Met4 routing:
(3 px per µm)
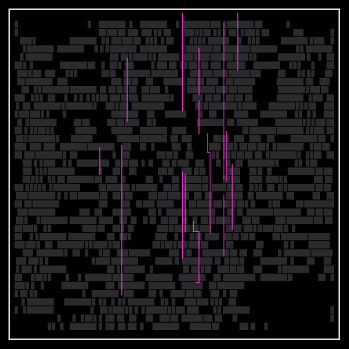
Close-up of the layout:
Window x 72 to 92, y 17 to 37 µm. Cells in grey, sequential cells in the stronger grey; small squares are vias.
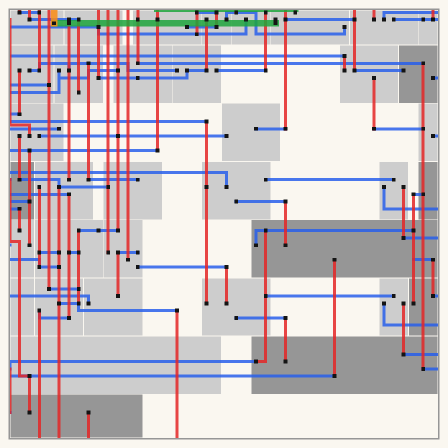
Routing congestion map:
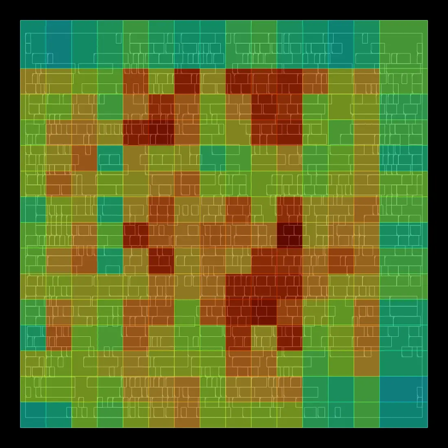
<file path="src/rtl/decode_ctrl_stage_if.sv">
// Fetch-side and execute-side channels of the decode/control stage.
// A word moves on a clock edge where valid && ready; a producer keeps valid and its payload stable until then.
interface decode_ctrl_stage_if #(
    parameter int XLEN = 32
);
    logic            in_valid;
    logic            in_ready;
    logic [31:0]     in_instr;
    logic [XLEN-1:0] in_pc;

    logic            out_valid;
    logic            out_ready;
    logic [XLEN-1:0] out_pc;
    logic [31:0]     out_instr;
    logic            out_is_branch;
    logic            out_is_jump;
    logic            out_mem_to_reg;
    logic            out_alu_from_imm;
    logic            out_alu_from_pc;
    logic            out_reg_write;
    logic            out_csr_source;
    logic            out_is_mret;
    logic [1:0]      out_reg_data;
    logic [3:0]      out_inst_type;
    logic [4:0]      out_alu_op;
    logic [1:0]      out_csr_op;
    logic            out_exc_request;
    logic [31:0]     out_exc_cause;

    // master: fetch/execute environment, slave: the decode stage
    modport master (
        output in_valid, in_instr, in_pc, out_ready,
        input  in_ready, out_valid, out_pc, out_instr, out_is_branch, out_is_jump,
               out_mem_to_reg, out_alu_from_imm, out_alu_from_pc, out_reg_write,
               out_csr_source, out_is_mret, out_reg_data, out_inst_type, out_alu_op,
               out_csr_op, out_exc_request, out_exc_cause
    );

    modport slave (
        input  in_valid, in_instr, in_pc, out_ready,
        output in_ready, out_valid, out_pc, out_instr, out_is_branch, out_is_jump,
               out_mem_to_reg, out_alu_from_imm, out_alu_from_pc, out_reg_write,
               out_csr_source, out_is_mret, out_reg_data, out_inst_type, out_alu_op,
               out_csr_op, out_exc_request, out_exc_cause
    );
endinterface

</file>
<file path="src/rtl/decode_ctrl_stage.sv">
// RV32I(+M) decode/control stage: one registered control word per accepted instruction,
// with WFI sleep and FENCE drain states that stall intake.
module decode_ctrl_stage #(
    parameter int XLEN        = 32,
    parameter int SUPPORT_M   = 0,
    parameter int SUPPORT_CSR = 1
) (
    input  logic                 clk,
    input  logic                 rst_n,
    input  logic                 flush,
    input  logic                 irq_pending,
    input  logic                 lsu_idle,
    decode_ctrl_stage_if.slave   bus,
    output logic [1:0]           dbg_state
);
    typedef enum logic [1:0] {
        ST_RUN   = 2'd0,
        ST_WFI   = 2'd1,
        ST_DRAIN = 2'd2
    } state_t;

    typedef struct packed {
        logic        is_branch;
        logic        is_jump;
        logic        mem_to_reg;
        logic        alu_from_imm;
        logic        alu_from_pc;
        logic        reg_write;
        logic        csr_source;
        logic        is_mret;
        logic [1:0]  reg_data;
        logic [3:0]  inst_type;
        logic [4:0]  alu_op;
        logic [1:0]  csr_op;
        logic        exc_request;
        logic [31:0] exc_cause;
        logic        is_wfi;
        logic        is_fence;
    } ctrl_t;

    state_t state;
    logic   run_en;
    logic   accept;
    logic   illegal;
    ctrl_t  dec;

    logic [6:0] opcode;
    logic [2:0] f3;
    logic [6:0] f7;
    logic [4:0] rd;
    logic [4:0] rs1;

    assign opcode = bus.in_instr[6:0];
    assign rd     = bus.in_instr[11:7];
    assign f3     = bus.in_instr[14:12];
    assign rs1    = bus.in_instr[19:15];
    assign f7     = bus.in_instr[31:25];

    // run_en keeps in_ready low until the first clock after reset release
    assign bus.in_ready = run_en && (state == ST_RUN) && (!bus.out_valid || bus.out_ready) && !flush;
    assign accept       = bus.in_valid && bus.in_ready;
    assign dbg_state    = state;

    always_comb begin
        dec     = '0;
        illegal = 1'b0;
        case (opcode)
            7'b0110111: begin
                dec.reg_write    = 1'b1;
                dec.reg_data     = 2'd3;
                dec.alu_from_imm = 1'b1;
            end
            7'b0010111: begin
                dec.reg_write    = 1'b1;
                dec.alu_from_pc  = 1'b1;
                dec.alu_from_imm = 1'b1;
            end
            7'b1101111: begin
                dec.is_jump      = 1'b1;
                dec.reg_write    = 1'b1;
                dec.reg_data     = 2'd1;
                dec.alu_from_pc  = 1'b1;
                dec.alu_from_imm = 1'b1;
            end
            7'b1100111: begin
                dec.is_jump      = 1'b1;
                dec.reg_write    = 1'b1;
                dec.reg_data     = 2'd1;
                dec.alu_from_imm = 1'b1;
            end
            7'b1100011: begin
                dec.is_branch = 1'b1;
                case (f3)
                    3'b000:  dec.alu_op = 5'd10;
                    3'b001:  dec.alu_op = 5'd11;
                    3'b100:  dec.alu_op = 5'd3;
                    3'b101:  dec.alu_op = 5'd12;
                    3'b110:  dec.alu_op = 5'd4;
                    3'b111:  dec.alu_op = 5'd13;
                    default: illegal = 1'b1;
                endcase
            end
            7'b0000011: begin
                dec.mem_to_reg   = 1'b1;
                dec.reg_write    = 1'b1;
                dec.alu_from_imm = 1'b1;
                case (f3)
                    3'b000:  dec.inst_type = 4'd8;
                    3'b001:  dec.inst_type = 4'd9;
                    3'b010:  dec.inst_type = 4'd10;
                    3'b100:  dec.inst_type = 4'd11;
                    3'b101:  dec.inst_type = 4'd15;
                    default: illegal = 1'b1;
                endcase
            end
            7'b0100011: begin
                dec.alu_from_imm = 1'b1;
                case (f3)
                    3'b000:  dec.inst_type = 4'd12;
                    3'b001:  dec.inst_type = 4'd13;
                    3'b010:  dec.inst_type = 4'd14;
                    default: illegal = 1'b1;
                endcase
            end
            7'b0010011: begin
                dec.reg_write    = 1'b1;
                dec.alu_from_imm = 1'b1;
                case (f3)
                    3'b000: dec.alu_op = 5'd0;
                    3'b010: dec.alu_op = 5'd3;
                    3'b011: dec.alu_op = 5'd4;
                    3'b100: dec.alu_op = 5'd5;
                    3'b110: dec.alu_op = 5'd8;
                    3'b111: dec.alu_op = 5'd9;
                    3'b001: begin
                        dec.alu_op = 5'd2;
                        illegal    = (f7 != 7'b0000000);
                    end
                    default: begin
                        if (f7 == 7'b0000000)      dec.alu_op = 5'd6;
                        else if (f7 == 7'b0100000) dec.alu_op = 5'd7;
                        else                       illegal    = 1'b1;
                    end
                endcase
            end
            7'b0110011: begin
                dec.reg_write = 1'b1;
                if (f7 == 7'b0000000) begin
                    case (f3)
                        3'b000:  dec.alu_op = 5'd0;
                        3'b001:  dec.alu_op = 5'd2;
                        3'b010:  dec.alu_op = 5'd3;
                        3'b011:  dec.alu_op = 5'd4;
                        3'b100:  dec.alu_op = 5'd5;
                        3'b101:  dec.alu_op = 5'd6;
                        3'b110:  dec.alu_op = 5'd8;
                        default: dec.alu_op = 5'd9;
                    endcase
                end else if (f7 == 7'b0100000 && f3 == 3'b000) begin
                    dec.alu_op = 5'd1;
                end else if (f7 == 7'b0100000 && f3 == 3'b101) begin
                    dec.alu_op = 5'd7;
                end else if (f7 == 7'b0000001 && SUPPORT_M != 0) begin
                    dec.alu_op = {2'b10, f3};
                end else begin
                    illegal = 1'b1;
                end
            end
            7'b0001111: dec.is_fence = 1'b1;
            7'b1110011: begin
                if (f3 == 3'b000) begin
                    case (bus.in_instr)
                        32'h0000_0073: begin dec.exc_request = 1'b1; dec.exc_cause = 32'd11; end
                        32'h0010_0073: begin dec.exc_request = 1'b1; dec.exc_cause = 32'd3;  end
                        32'h3020_0073: dec.is_mret = 1'b1;
                        32'h1050_0073: dec.is_wfi  = 1'b1;
                        default:       illegal     = 1'b1;
                    endcase
                end else if (f3 == 3'b100 || SUPPORT_CSR == 0) begin
                    illegal = 1'b1;
                end else begin
                    dec.reg_write  = 1'b1;
                    dec.reg_data   = 2'd2;
                    dec.csr_source = f3[2];
                    // set/clear with a zero operand is a pure read
                    dec.csr_op     = (f3[1] && rs1 == 5'd0) ? 2'd0 : f3[1:0];
                end
            end
            default: illegal = 1'b1;
        endcase

        if (rd == 5'd0) dec.reg_write = 1'b0;

        if (illegal) begin
            dec             = '0;
            dec.exc_request = 1'b1;
            dec.exc_cause   = 32'd2;
        end
    end

    always_ff @(posedge clk or negedge rst_n) begin
        if (!rst_n) begin
            state                <= ST_RUN;
            run_en               <= 1'b0;
            bus.out_valid        <= 1'b0;
            bus.out_pc           <= '0;
            bus.out_instr        <= '0;
            bus.out_is_branch    <= 1'b0;
            bus.out_is_jump      <= 1'b0;
            bus.out_mem_to_reg   <= 1'b0;
            bus.out_alu_from_imm <= 1'b0;
            bus.out_alu_from_pc  <= 1'b0;
            bus.out_reg_write    <= 1'b0;
            bus.out_csr_source   <= 1'b0;
            bus.out_is_mret      <= 1'b0;
            bus.out_reg_data     <= '0;
            bus.out_inst_type    <= '0;
            bus.out_alu_op       <= '0;
            bus.out_csr_op       <= '0;
            bus.out_exc_request  <= 1'b0;
            bus.out_exc_cause    <= '0;
        end else begin
            run_en <= 1'b1;
            if (flush) begin
                state         <= ST_RUN;
                bus.out_valid <= 1'b0;
            end else begin
                if (accept) begin
                    bus.out_valid        <= 1'b1;
                    bus.out_pc           <= bus.in_pc[XLEN-1:0];
                    bus.out_instr        <= bus.in_instr;
                    bus.out_is_branch    <= dec.is_branch;
                    bus.out_is_jump      <= dec.is_jump;
                    bus.out_mem_to_reg   <= dec.mem_to_reg;
                    bus.out_alu_from_imm <= dec.alu_from_imm;
                    bus.out_alu_from_pc  <= dec.alu_from_pc;
                    bus.out_reg_write    <= dec.reg_write;
                    bus.out_csr_source   <= dec.csr_source;
                    bus.out_is_mret      <= dec.is_mret;
                    bus.out_reg_data     <= dec.reg_data;
                    bus.out_inst_type    <= dec.inst_type;
                    bus.out_alu_op       <= dec.alu_op;
                    bus.out_csr_op       <= dec.csr_op;
                    bus.out_exc_request  <= dec.exc_request;
                    bus.out_exc_cause    <= dec.exc_cause;
                end else if (bus.out_ready) begin
                    bus.out_valid <= 1'b0;
                end

                case (state)
                    ST_RUN: begin
                        if (accept && dec.is_wfi)        state <= ST_WFI;
                        else if (accept && dec.is_fence) state <= ST_DRAIN;
                    end
                    ST_WFI:   if (irq_pending) state <= ST_RUN;
                    ST_DRAIN: if (lsu_idle)    state <= ST_RUN;
                    default:  state <= ST_RUN;
                endcase
            end
        end
    end
endmodule

</file>
<file path="src/flat_wrapper.sv">
// flat-port wrapper written by rule: the top's interface ports become plain ports
module decode_ctrl_stage_flat 
#(
    parameter int XLEN        = 32,
    parameter int SUPPORT_M   = 0,
    parameter int SUPPORT_CSR = 1
)
  (clk, rst_n, flush, irq_pending, lsu_idle, dbg_state, bus_in_valid, bus_in_instr, bus_in_pc, bus_out_ready, bus_in_ready, bus_out_valid, bus_out_pc, bus_out_instr, bus_out_is_branch, bus_out_is_jump, bus_out_mem_to_reg, bus_out_alu_from_imm, bus_out_alu_from_pc, bus_out_reg_write, bus_out_csr_source, bus_out_is_mret, bus_out_reg_data, bus_out_inst_type, bus_out_alu_op, bus_out_csr_op, bus_out_exc_request, bus_out_exc_cause);
  decode_ctrl_stage_if #(.XLEN(XLEN)) bus_i ();
  input  logic clk;
  input  logic rst_n;
  input  logic flush;
  input  logic irq_pending;
  input  logic lsu_idle;
  output logic [1:0] dbg_state;
  input wire logic [$bits(bus_i.in_valid)-1:0] bus_in_valid;
  input wire logic [$bits(bus_i.in_instr)-1:0] bus_in_instr;
  input wire logic [$bits(bus_i.in_pc)-1:0] bus_in_pc;
  input wire logic [$bits(bus_i.out_ready)-1:0] bus_out_ready;
  output wire logic [$bits(bus_i.in_ready)-1:0] bus_in_ready;
  output wire logic [$bits(bus_i.out_valid)-1:0] bus_out_valid;
  output wire logic [$bits(bus_i.out_pc)-1:0] bus_out_pc;
  output wire logic [$bits(bus_i.out_instr)-1:0] bus_out_instr;
  output wire logic [$bits(bus_i.out_is_branch)-1:0] bus_out_is_branch;
  output wire logic [$bits(bus_i.out_is_jump)-1:0] bus_out_is_jump;
  output wire logic [$bits(bus_i.out_mem_to_reg)-1:0] bus_out_mem_to_reg;
  output wire logic [$bits(bus_i.out_alu_from_imm)-1:0] bus_out_alu_from_imm;
  output wire logic [$bits(bus_i.out_alu_from_pc)-1:0] bus_out_alu_from_pc;
  output wire logic [$bits(bus_i.out_reg_write)-1:0] bus_out_reg_write;
  output wire logic [$bits(bus_i.out_csr_source)-1:0] bus_out_csr_source;
  output wire logic [$bits(bus_i.out_is_mret)-1:0] bus_out_is_mret;
  output wire logic [$bits(bus_i.out_reg_data)-1:0] bus_out_reg_data;
  output wire logic [$bits(bus_i.out_inst_type)-1:0] bus_out_inst_type;
  output wire logic [$bits(bus_i.out_alu_op)-1:0] bus_out_alu_op;
  output wire logic [$bits(bus_i.out_csr_op)-1:0] bus_out_csr_op;
  output wire logic [$bits(bus_i.out_exc_request)-1:0] bus_out_exc_request;
  output wire logic [$bits(bus_i.out_exc_cause)-1:0] bus_out_exc_cause;
  assign bus_i.in_valid = bus_in_valid;
  assign bus_i.in_instr = bus_in_instr;
  assign bus_i.in_pc = bus_in_pc;
  assign bus_i.out_ready = bus_out_ready;
  assign bus_in_ready = bus_i.in_ready;
  assign bus_out_valid = bus_i.out_valid;
  assign bus_out_pc = bus_i.out_pc;
  assign bus_out_instr = bus_i.out_instr;
  assign bus_out_is_branch = bus_i.out_is_branch;
  assign bus_out_is_jump = bus_i.out_is_jump;
  assign bus_out_mem_to_reg = bus_i.out_mem_to_reg;
  assign bus_out_alu_from_imm = bus_i.out_alu_from_imm;
  assign bus_out_alu_from_pc = bus_i.out_alu_from_pc;
  assign bus_out_reg_write = bus_i.out_reg_write;
  assign bus_out_csr_source = bus_i.out_csr_source;
  assign bus_out_is_mret = bus_i.out_is_mret;
  assign bus_out_reg_data = bus_i.out_reg_data;
  assign bus_out_inst_type = bus_i.out_inst_type;
  assign bus_out_alu_op = bus_i.out_alu_op;
  assign bus_out_csr_op = bus_i.out_csr_op;
  assign bus_out_exc_request = bus_i.out_exc_request;
  assign bus_out_exc_cause = bus_i.out_exc_cause;
  decode_ctrl_stage #(.XLEN(XLEN), .SUPPORT_M(SUPPORT_M), .SUPPORT_CSR(SUPPORT_CSR)) u_core (.clk(clk), .rst_n(rst_n), .flush(flush), .irq_pending(irq_pending), .lsu_idle(lsu_idle), .bus(bus_i), .dbg_state(dbg_state));
endmodule
</file>
<file path="config.mk">
export PLATFORM = sky130hd
export DESIGN_NAME = decode_ctrl_stage_flat
export DESIGN_NICKNAME = d
export VERILOG_FILES = /design/src/rtl/decode_ctrl_stage_if.sv /design/src/rtl/decode_ctrl_stage.sv /design/src/flat_wrapper.sv
export SDC_FILE = /design/constraint.sdc
export NUM_CORES = 1
export LEC_CHECK = 0
export CORE_UTILIZATION = 40
export CTS_BUF_LIST = sky130_fd_sc_hd__clkbuf_8
export CTS_CLUSTER_DIAMETER = 30
export DETAILED_ROUTE_END_ITERATION = 10
export PLACE_DENSITY = 0.8
export SKIP_LAST_GASP = 1
export SYNTH_ARGS = -nofsm -noshare
export SYNTH_HDL_FRONTEND = slang
export SYNTH_SLANG_ARGS = --single-unit
</file>
<file path="constraint.sdc">
create_clock -name clk -period 1.8 [get_ports clk]
set_clock_uncertainty 0.15 [all_clocks]
set_input_delay 0.36 -clock clk [delete_from_list [all_inputs] [get_ports clk]]
set_output_delay 0.36 -clock clk [all_outputs]
set_load 0.05 [all_outputs]
</file>
==> CHANGELOG.md <==
### Metrics

* Fp_density at 0.4192
* Top pwr grp: registers
* IO Port Bufs at between 150 and 200
* Cell Type Count at about 69
* WP buf/inv at 2
* Root buffer cell: clkbuf_8
* Final WS setup at -54.56 ps
* Post-DP Area at 6769 µm²
* Clk pwr share at 0.248
* Total CTS buffers at 9
* Class of the worst hold path: in2reg
* First-pass GRT wire length at ~22000 µm
* Mux frac, synth at 0.004600
* Worst-path clk slew at roughly 80 ps
* RR Endpoint: u_core.bus.out_alu_op[3]
* Non-clk invs at 4
* Crit path capture type: flip-flop
* CTS tree: yes
* Vias per cell at approximately 5
* Outcome: finished with violations
* R2R depth at 8
* Worst EP required at around 1900 ps
* Commonest cells post-synth: nand2_1 (203), dfrtp_1 (91), buf_4 (31)
* Max stage delay on crit path at between 500 and 600 ps
* Non-clk bufs at about 260
* Yosys Instances at approximately 530
* Adder Area Share at 0
* Logic Gate Count at 395
* Count of library flops with an enable pin at 0
* Top cell category: non-clock buffers
* Predominant post-synthesis flop cell: dfrtp_1
* PD cells at roughly 900 nW/µm²
* Synth area leader: dfrtp_1
* Fmax at ~540 MHz
* Startpoint type of the worst setup path: input pin
* Data arrival time of the worst path at 1970 ps
* Flops at a little over 90
* Syn. warnings at 0
* Share of the synthesized area in the top cell type at 0.4924
* Cell depth of the worst hold path at 3
* CTS H-tree lvls at 3
* Hold_buf cts at 1
* Static Leak at around 3.7 nW
* Pin count of the biggest net entering global routing at 36
* Gate power share at 0.374
* Crit path depth at 7
* Core footprint at roughly 11000 µm²
* Setup TNS at -117.6 ps
* Share of layout cells above drive strength 1 at 0.3485
* Logic power comb at 0.00244 W
* Finished Core Util at 0.6657
* Setup CP Type: in2reg
* Total number of tap cells at 140
* Register area at 2281 µm²
* CP Max Fanout at 3
* Final Hold Viols at 0
* Clock buf count at 12
* Layout clock area frac at 0.03237
* Worst r2r src: u_core.dbg_state[0]
* XOR Share, Synth at 0.003788
* Sw Ratio at 0.3842
* Die Ht at roughly 110 µm
* DR WL met3 at between 800 and 900 µm
* Gate Area at 2202 µm²
* Crit-path most repeated cell: buf_6
* Maximum root-to-sink buffer count at 2
* P_int at roughly 0.0040 W
* Yosys chip area at about 4600 µm²
* Hold Slack at ~37 ps
* Count of tool warnings at 29
* Initial antenna violation count at 0
* DRT iter0 DRCs at roughly 220
* Post-synthesis average cell area at approximately 8.8 µm²
* Flop share of the area at 0.3106
* Clk. pwr at about 0.0016 W
* Synth Seq Share at 0.4924
* Ys async rst share at 1.000
* Highest routed metal layer: met4
* Seq pwr share at 0.378
* Met2 wire length at between 6000 and 7000 µm
* Fin. max-slew vios at 0
* Non-clock buffer share of cell area at 0.3312
* CP top delay family: AND-OR/OR-AND gates
* Logic share of the area at 0.2999
* Mapped Cells at roughly 530
* Post-synth regs at around 91
* Power Total at ~0.0065 W
* Complex Gates by Area at 0.1134
* Max IR drop VDD at about 0.00057 V
* Hold Path End: u_core.bus.out_instr[27]
* Area grow syn2layout at 58.79%
* Regs by FF count: u_core.bus.out_instr x32, u_core.bus.out_pc x32
* Pre-CTS WS at -862.4 ps
* Count leader, synth: nand2_1
* Worst Setup SP: bus_in_instr[31]
* Latest clock arrival within the worst-skew pair at about 360 ps
* I/O pin cnt at roughly 190
* Setup repair bufs after CTS at 13
* Post-route cell area at roughly 7300 µm²
* Inst Count DP at just under 900
* Final layout net count at 835
* Die Wd at between 100 and 150 µm
* Final setup vio count at 4
* Final cell count without fillers at 909
* Post-Syn Area at ~4600 µm²
* Die area at roughly 12000 µm²
* Met2 Use GR at 0.4128
* RSZ-0062 raised after global routing: true
* Antenna Cells at 0
* Failing checks: negative setup slack
* Setup crit end: u_core.bus.out_alu_op[1]
* Slowest CP cell: or4_4
* FF-to-FF setup slack at around 40 ps
* Routability congestion estimate at between 0.8 and 0.9
* DRT Pass-1 Iters at 4
* Row cnt at 38
* Routed Antenna Nets at 0
* Min-delay src: bus_in_instr[27]
* CTS resizes at 67
* Max_cap viols at 0
* Most frequent cells in the layout: nand2_1 (202), buf_4 (159), dfrtp_1 (88)
* Clock sink count at between 90 and 100
* Main logic family: simple AND/OR/NAND/NOR gates
* Sequential Power at between 0.002 and 0.0025 W
* Biggest area cells: dfrtp_1 (49%), nand2_1 (16%), buf_4 (5.0%)
* Cycle use final at 1.030
* Dpl hpwl at slightly above 10000 µm
* Number of remaining DRC errors at 0
* Simple-Gate Area Share at 0.2798
-- 'met4 routing' (at the start) --
The longest straight run is 51.7 µm. The layer holds 2.7% of the routed length. The wires run mostly vertical. The layer carries 373 µm of wire.
DR vias: 4565
final WL: 14020 µm

-- 'close-up of the layout' (at the start) --
Green shows M3. Orange shows M4. Red shows M2. Blue shows M1.
Sequential cells in the window: 3. Most frequent: buf_4 (8), dfrtp_1 (3). 29 logic cells have their middle in the window.

-- 'routing congestion map' (at the start) --
overall routing resource usage: 0.2406
met3 Resource Use GR: 0.05691
met1 usage: 0.2963
grt peak-use layer: met2

Power figures rest on the tool's default switching activity, not on a simulated workload.
